==> src/rtl/pixel_plot_buffer_if.sv <==
// Plot-request / framebuffer handshake bundle for pixel_plot_buffer.
// DEPTH must match the DEPTH of the buffer instance it connects to.
interface pixel_plot_buffer_if #(
  parameter int DEPTH = 16
);
  localparam int LW = $clog2(DEPTH) + 1;

  logic [7:0]    in_x;
  logic [6:0]    in_y;
  logic [2:0]    in_colour;
  logic          in_plot;
  logic          clear_status;
  logic [7:0]    fb_x;
  logic [6:0]    fb_y;
  logic [2:0]    fb_colour;
  logic          fb_plot;
  logic          fb_ready;
  logic [LW-1:0] level;
  logic          empty;
  logic          full;
  logic          overflow;
  logic [15:0]   drop_count;

  modport master (
    output in_x, in_y, in_colour, in_plot, clear_status, fb_ready,
    input  fb_x, fb_y, fb_colour, fb_plot, level, empty, full, overflow, drop_count
  );

  modport slave (
    input  in_x, in_y, in_colour, in_plot, clear_status, fb_ready,
    output fb_x, fb_y, fb_colour, fb_plot, level, empty, full, overflow, drop_count
  );
endinterface

==> src/rtl/pixel_plot_buffer.sv <==
// Clipping elastic FIFO between drawing engines and the framebuffer adapter.
// Optional macro PLOT_DEDUP_EN suppresses repeats of the last accepted pixel.
module pixel_plot_buffer #(
  parameter int DEPTH    = 16,
  parameter int SCREEN_W = 160,
  parameter int SCREEN_H = 120
) (
  input logic              clk,
  input logic              rst,
  pixel_plot_buffer_if.slave bus
);
  localparam int AW = $clog2(DEPTH);
  localparam int LW = AW + 1;
  localparam logic [8:0]    SCREEN_W_C = 9'(SCREEN_W);
  localparam logic [7:0]    SCREEN_H_C = 8'(SCREEN_H);
  localparam logic [LW-1:0] DEPTH_M1_C = LW'(DEPTH - 1);

  typedef enum logic [1:0] {
    ST_EMPTY  = 2'd0,
    ST_ACTIVE = 2'd1,
    ST_FULL   = 2'd2
  } state_t;

  state_t          state_r, state_nxt_s;
  logic [17:0]     mem_r [DEPTH];
  logic [AW-1:0]   wr_ptr_r, rd_ptr_r;
  logic [LW-1:0]   level_r;
  logic            overflow_r;
  logic [15:0]     drop_count_r;

  logic [17:0]     pix_s, head_s;
  logic            on_screen_s, dup_s, eligible_s;
  logic            empty_s, full_s, pop_s, push_s, drop_s;

  assign pix_s       = {bus.in_x, bus.in_y, bus.in_colour};
  assign head_s      = mem_r[rd_ptr_r];
  assign on_screen_s = ({1'b0, bus.in_x} < SCREEN_W_C) && ({1'b0, bus.in_y} < SCREEN_H_C);
  assign eligible_s  = bus.in_plot && on_screen_s && !dup_s;
  assign empty_s     = (state_r == ST_EMPTY);
  assign full_s      = (state_r == ST_FULL);
  assign pop_s       = !empty_s && bus.fb_ready;
  // A full FIFO can still take a pixel when the head leaves in the same cycle
  assign push_s      = eligible_s && (!full_s || pop_s);
  assign drop_s      = eligible_s && full_s && !pop_s;

`ifdef PLOT_DEDUP_EN
  logic [17:0] last_pix_r;
  logic        last_vld_r;

  // Remember the last accepted pixel so immediate repeats are discarded
  always_ff @(posedge clk or posedge rst) begin
    if (rst) begin
      last_pix_r <= 18'd0;
      last_vld_r <= 1'b0;
    end else if (bus.clear_status) begin
      last_vld_r <= 1'b0;
    end else if (push_s) begin
      last_pix_r <= pix_s;
      last_vld_r <= 1'b1;
    end
  end

  assign dup_s = last_vld_r && (last_pix_r == pix_s);
`else
  assign dup_s = 1'b0;
`endif

  // Occupancy state register
  always_ff @(posedge clk or posedge rst) begin
    if (rst) begin
      state_r <= ST_EMPTY;
    end else begin
      state_r <= state_nxt_s;
    end
  end

  // Occupancy state transitions
  always_comb begin
    state_nxt_s = state_r;
    case (state_r)
      ST_EMPTY: begin
        if (push_s) state_nxt_s = ST_ACTIVE;
        else        state_nxt_s = ST_EMPTY;
      end
      ST_ACTIVE: begin
        if (push_s && !pop_s && level_r == DEPTH_M1_C)     state_nxt_s = ST_FULL;
        else if (pop_s && !push_s && level_r == LW'(1))    state_nxt_s = ST_EMPTY;
        else                                               state_nxt_s = ST_ACTIVE;
      end
      ST_FULL: begin
        if (pop_s && !push_s) state_nxt_s = ST_ACTIVE;
        else                  state_nxt_s = ST_FULL;
      end
      default: state_nxt_s = ST_EMPTY;
    endcase
  end

  // Storage, pointers and occupancy counter
  always_ff @(posedge clk or posedge rst) begin
    if (rst) begin
      for (int i = 0; i < DEPTH; i++) mem_r[i] <= 18'd0;
      wr_ptr_r <= '0;
      rd_ptr_r <= '0;
      level_r  <= '0;
    end else begin
      if (push_s) begin
        mem_r[wr_ptr_r] <= pix_s;
        wr_ptr_r        <= wr_ptr_r + AW'(1);
      end
      if (pop_s) begin
        rd_ptr_r <= rd_ptr_r + AW'(1);
      end
      case ({push_s, pop_s})
        2'b10:   level_r <= level_r + LW'(1);
        2'b01:   level_r <= level_r - LW'(1);
        default: level_r <= level_r;
      endcase
    end
  end

  // Sticky overflow and saturating drop counter; clear beats a same-cycle drop
  always_ff @(posedge clk or posedge rst) begin
    if (rst) begin
      overflow_r   <= 1'b0;
      drop_count_r <= 16'd0;
    end else if (bus.clear_status) begin
      overflow_r   <= 1'b0;
      drop_count_r <= 16'd0;
    end else if (drop_s) begin
      overflow_r <= 1'b1;
      if (drop_count_r != 16'hFFFF) drop_count_r <= drop_count_r + 16'd1;
    end
  end

  assign bus.fb_x       = head_s[17:10];
  assign bus.fb_y       = head_s[9:3];
  assign bus.fb_colour  = head_s[2:0];
  assign bus.fb_plot    = !empty_s;
  assign bus.level      = level_r;
  assign bus.empty      = empty_s;
  assign bus.full       = full_s;
  assign bus.overflow   = overflow_r;
  assign bus.drop_count = drop_count_r;
endmodule

==> src/flat_wrapper.sv <==
// flat-port wrapper written by rule: the top's interface ports become plain ports
module pixel_plot_buffer_flat 
#(
  parameter int DEPTH    = 16,
  parameter int SCREEN_W = 160,
  parameter int SCREEN_H = 120
)
  (clk, rst, bus_in_x, bus_in_y, bus_in_colour, bus_in_plot, bus_clear_status, bus_fb_ready, bus_fb_x, bus_fb_y, bus_fb_colour, bus_fb_plot, bus_level, bus_empty, bus_full, bus_overflow, bus_drop_count);
  pixel_plot_buffer_if #(.DEPTH(DEPTH)) bus_i ();
  input logic clk;
  input logic rst;
  input wire logic [$bits(bus_i.in_x)-1:0] bus_in_x;
  input wire logic [$bits(bus_i.in_y)-1:0] bus_in_y;
  input wire logic [$bits(bus_i.in_colour)-1:0] bus_in_colour;
  input wire logic [$bits(bus_i.in_plot)-1:0] bus_in_plot;
  input wire logic [$bits(bus_i.clear_status)-1:0] bus_clear_status;
  input wire logic [$bits(bus_i.fb_ready)-1:0] bus_fb_ready;
  output wire logic [$bits(bus_i.fb_x)-1:0] bus_fb_x;
  output wire logic [$bits(bus_i.fb_y)-1:0] bus_fb_y;
  output wire logic [$bits(bus_i.fb_colour)-1:0] bus_fb_colour;
  output wire logic [$bits(bus_i.fb_plot)-1:0] bus_fb_plot;
  output wire logic [$bits(bus_i.level)-1:0] bus_level;
  output wire logic [$bits(bus_i.empty)-1:0] bus_empty;
  output wire logic [$bits(bus_i.full)-1:0] bus_full;
  output wire logic [$bits(bus_i.overflow)-1:0] bus_overflow;
  output wire logic [$bits(bus_i.drop_count)-1:0] bus_drop_count;
  assign bus_i.in_x = bus_in_x;
  assign bus_i.in_y = bus_in_y;
  assign bus_i.in_colour = bus_in_colour;
  assign bus_i.in_plot = bus_in_plot;
  assign bus_i.clear_status = bus_clear_status;
  assign bus_i.fb_ready = bus_fb_ready;
  assign bus_fb_x = bus_i.fb_x;
  assign bus_fb_y = bus_i.fb_y;
  assign bus_fb_colour = bus_i.fb_colour;
  assign bus_fb_plot = bus_i.fb_plot;
  assign bus_level = bus_i.level;
  assign bus_empty = bus_i.empty;
  assign bus_full = bus_i.full;
  assign bus_overflow = bus_i.overflow;
  assign bus_drop_count = bus_i.drop_count;
  pixel_plot_buffer #(.DEPTH(DEPTH), .SCREEN_W(SCREEN_W), .SCREEN_H(SCREEN_H)) u_core (.clk(clk), .rst(rst), .bus(bus_i));
endmodule
==> config.mk <==
export PLATFORM = sky130hd
export DESIGN_NAME = pixel_plot_buffer_flat
export DESIGN_NICKNAME = d
export VERILOG_FILES = /design/src/rtl/pixel_plot_buffer_if.sv /design/src/rtl/pixel_plot_buffer.sv /design/src/flat_wrapper.sv
export SDC_FILE = /design/constraint.sdc
export NUM_CORES = 1
export LEC_CHECK = 0
export ABC_AREA = 0
export CAP_MARGIN = 20
export CORE_AREA = 2 2 178 136
export CTS_CLUSTER_DIAMETER = 150
export DETAILED_ROUTE_END_ITERATION = 8
export DIE_AREA = 0 0 180 138
export PLACE_DENSITY = 0.84
export SLEW_MARGIN = 40
export SYNTH_ARGS = -nofsm -noshare
export SYNTH_HDL_FRONTEND = slang
export SYNTH_SLANG_ARGS = --single-unit
==> constraint.sdc <==
create_clock -name clk -period 23 [get_ports clk]
set_input_delay 4.6 -clock clk [delete_from_list [all_inputs] [get_ports clk]]
set_output_delay 4.6 -clock clk [all_outputs]
set_load 0.005 [all_outputs]
==> images/io_fan.png <==
(1.5 px per um)
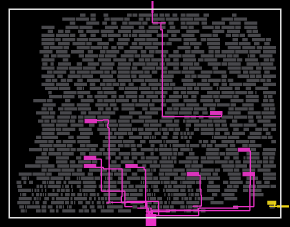
| color | port | bits | direction | end cells | buffers | wire |
|---|---|---|---|---|---|---|
| yellow | rst | 1 | input | 1 | 1 | 9.30 um |
| magenta | bus_fb_x | 8 | output | 8 | 8 | 683 um |

==> images/placement.png <==
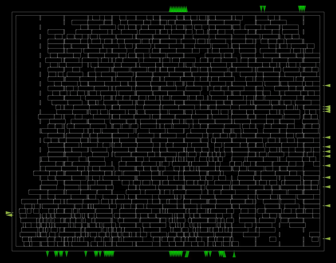
n_taps: 306
Post-Layout Cell Count: 1,297
registers: 320
final core utilization: 71.2%
Core ar.: 23,400 um2

==> images/placement_by_type.png <==
(2 px per um)
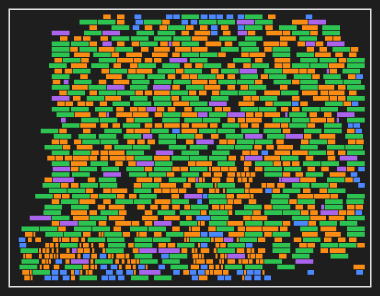
| color | class | cells |
|---|---|---|
| green | flops | 320 |
| blue | other buffers and delay cells | 75 |
| purple | clock drivers and dummy loads | 54 |
| orange | combinational and other logic | 542 |

==> qor.txt <==
worst slew pin tran: 764 ps
gp weighted congestion: 0.782
number of flops mapped to enable cells by yosys: 0
Fill cells: 1,460
peak supply drop: 0.0000683 V
number of buffers created by CTS: 30
fp util: 63.2%
ys cells: 928
synth warn: 0
Worst Hold Launch: u_core.mem_r[55]$_DFFE_PP0P_
antenna violations before repair: 0
io pins: 66
PortBufs: 65
vias in the first global route: 8,683
unrepaired setup endpoints after global routing: false
WP data arrival: 3730 ps
worst min-delay path class: flop to flop
MUX share of area: 35.8%
routed vias/inst: 6.40
Clock Path Buffers: 3
nets: 1,004
status: finished, final reports clean
Cell Area, Placed: 15,500 um2
==> images/cell_density.png <==
(2 px per um) 18 x 14 tiles, from dark blue (low) to red (high), 0 to 100% covered.
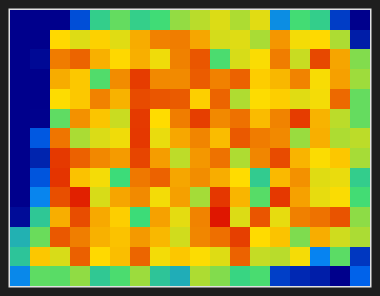
mean over tiles: 65%
emptiest ninth of the die: north-west
tiles over 75% full: 49%
nearly empty tiles: 7.5%

==> images/layer_met1.png <==
(3 px per um) Supply wires on this layer in gray. Cells faint in the background.
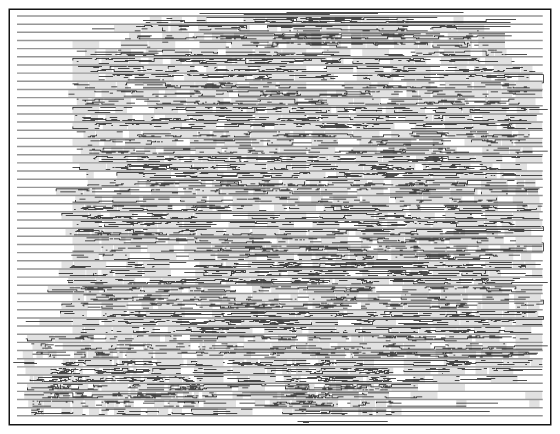
main direction: horizontal
longest straight run: 59.3 um
wire length on this layer: 15,300 um

Yosys cell counts (5+ instances only):
cell | count | share of area, %
nor2_1 | 22 | 0.56
mux2_1 | 13 | 0.99
buf_6 | 13 | 0.99
nor4_1 | 6 | 0.25
buf_1 | 8 | 0.20
inv_1 | 15 | 0.38
buf_4 | 9 | 0.46
nor3_1 | 5 | 0.17
mux2_2 | 276 | 21
xnor2_1 | 20 | 1.2
mux4_2 | 90 | 14
nand3_1 | 9 | 0.31
nand2_2 | 8 | 0.34
ha_1 | 12 | 1.0
clkbuf_1 | 34 | 0.86
nand2_1 | 12 | 0.31
a21oi_1 | 6 | 0.20
dfrtp_1 | 320 | 54
nand4_1 | 6 | 0.25
flip-flops by register name (all words and copies together) (netlist names):
signal	cells
u_core.mem_r	288
u_core.bus.drop_count	16
u_core.bus.level	5
u_core.rd_ptr_r	4
u_core.wr_ptr_r	4
u_core.state_r	2
u_core.bus.overflow	1
worst max-delay path by stage:
| stage | startpoint | to | slack, ps | cells after the start |
|---|---|---|---|---|
| final | u_core.rd_ptr_r[0]$_DFFE_PP0P_ | bus_fb_y[3] | 14670 | 5 |
| after floorplan | rst | u_core.bus.drop_count[0]$_DFFE_PP0P_ | 9540 | 1 |
| after detailed placement | u_core.rd_ptr_r[0]$_DFFE_PP0P_ | bus_fb_x[7] | 15000 | 4 |
| after global placement | bus_in_x[6] | u_core.mem_r[244]$_DFFE_PP0P_ | 14990 | 6 |
| after CTS | u_core.rd_ptr_r[0]$_DFFE_PP0P_ | bus_fb_x[7] | 14430 | 4 |
| after global routing | u_core.rd_ptr_r[0]$_DFFE_PP0P_ | bus_fb_x[7] | 14450 | 5 |
power breakdown:
group | internal [W] | switching [W]
logic | 0.000505 | 0.000276
clock network | 0.000316 | 0.000210
registers | 0.000789 | 0.000164
total | 0.00161 | 0.000650
Power and IR drop assume default switching activity.
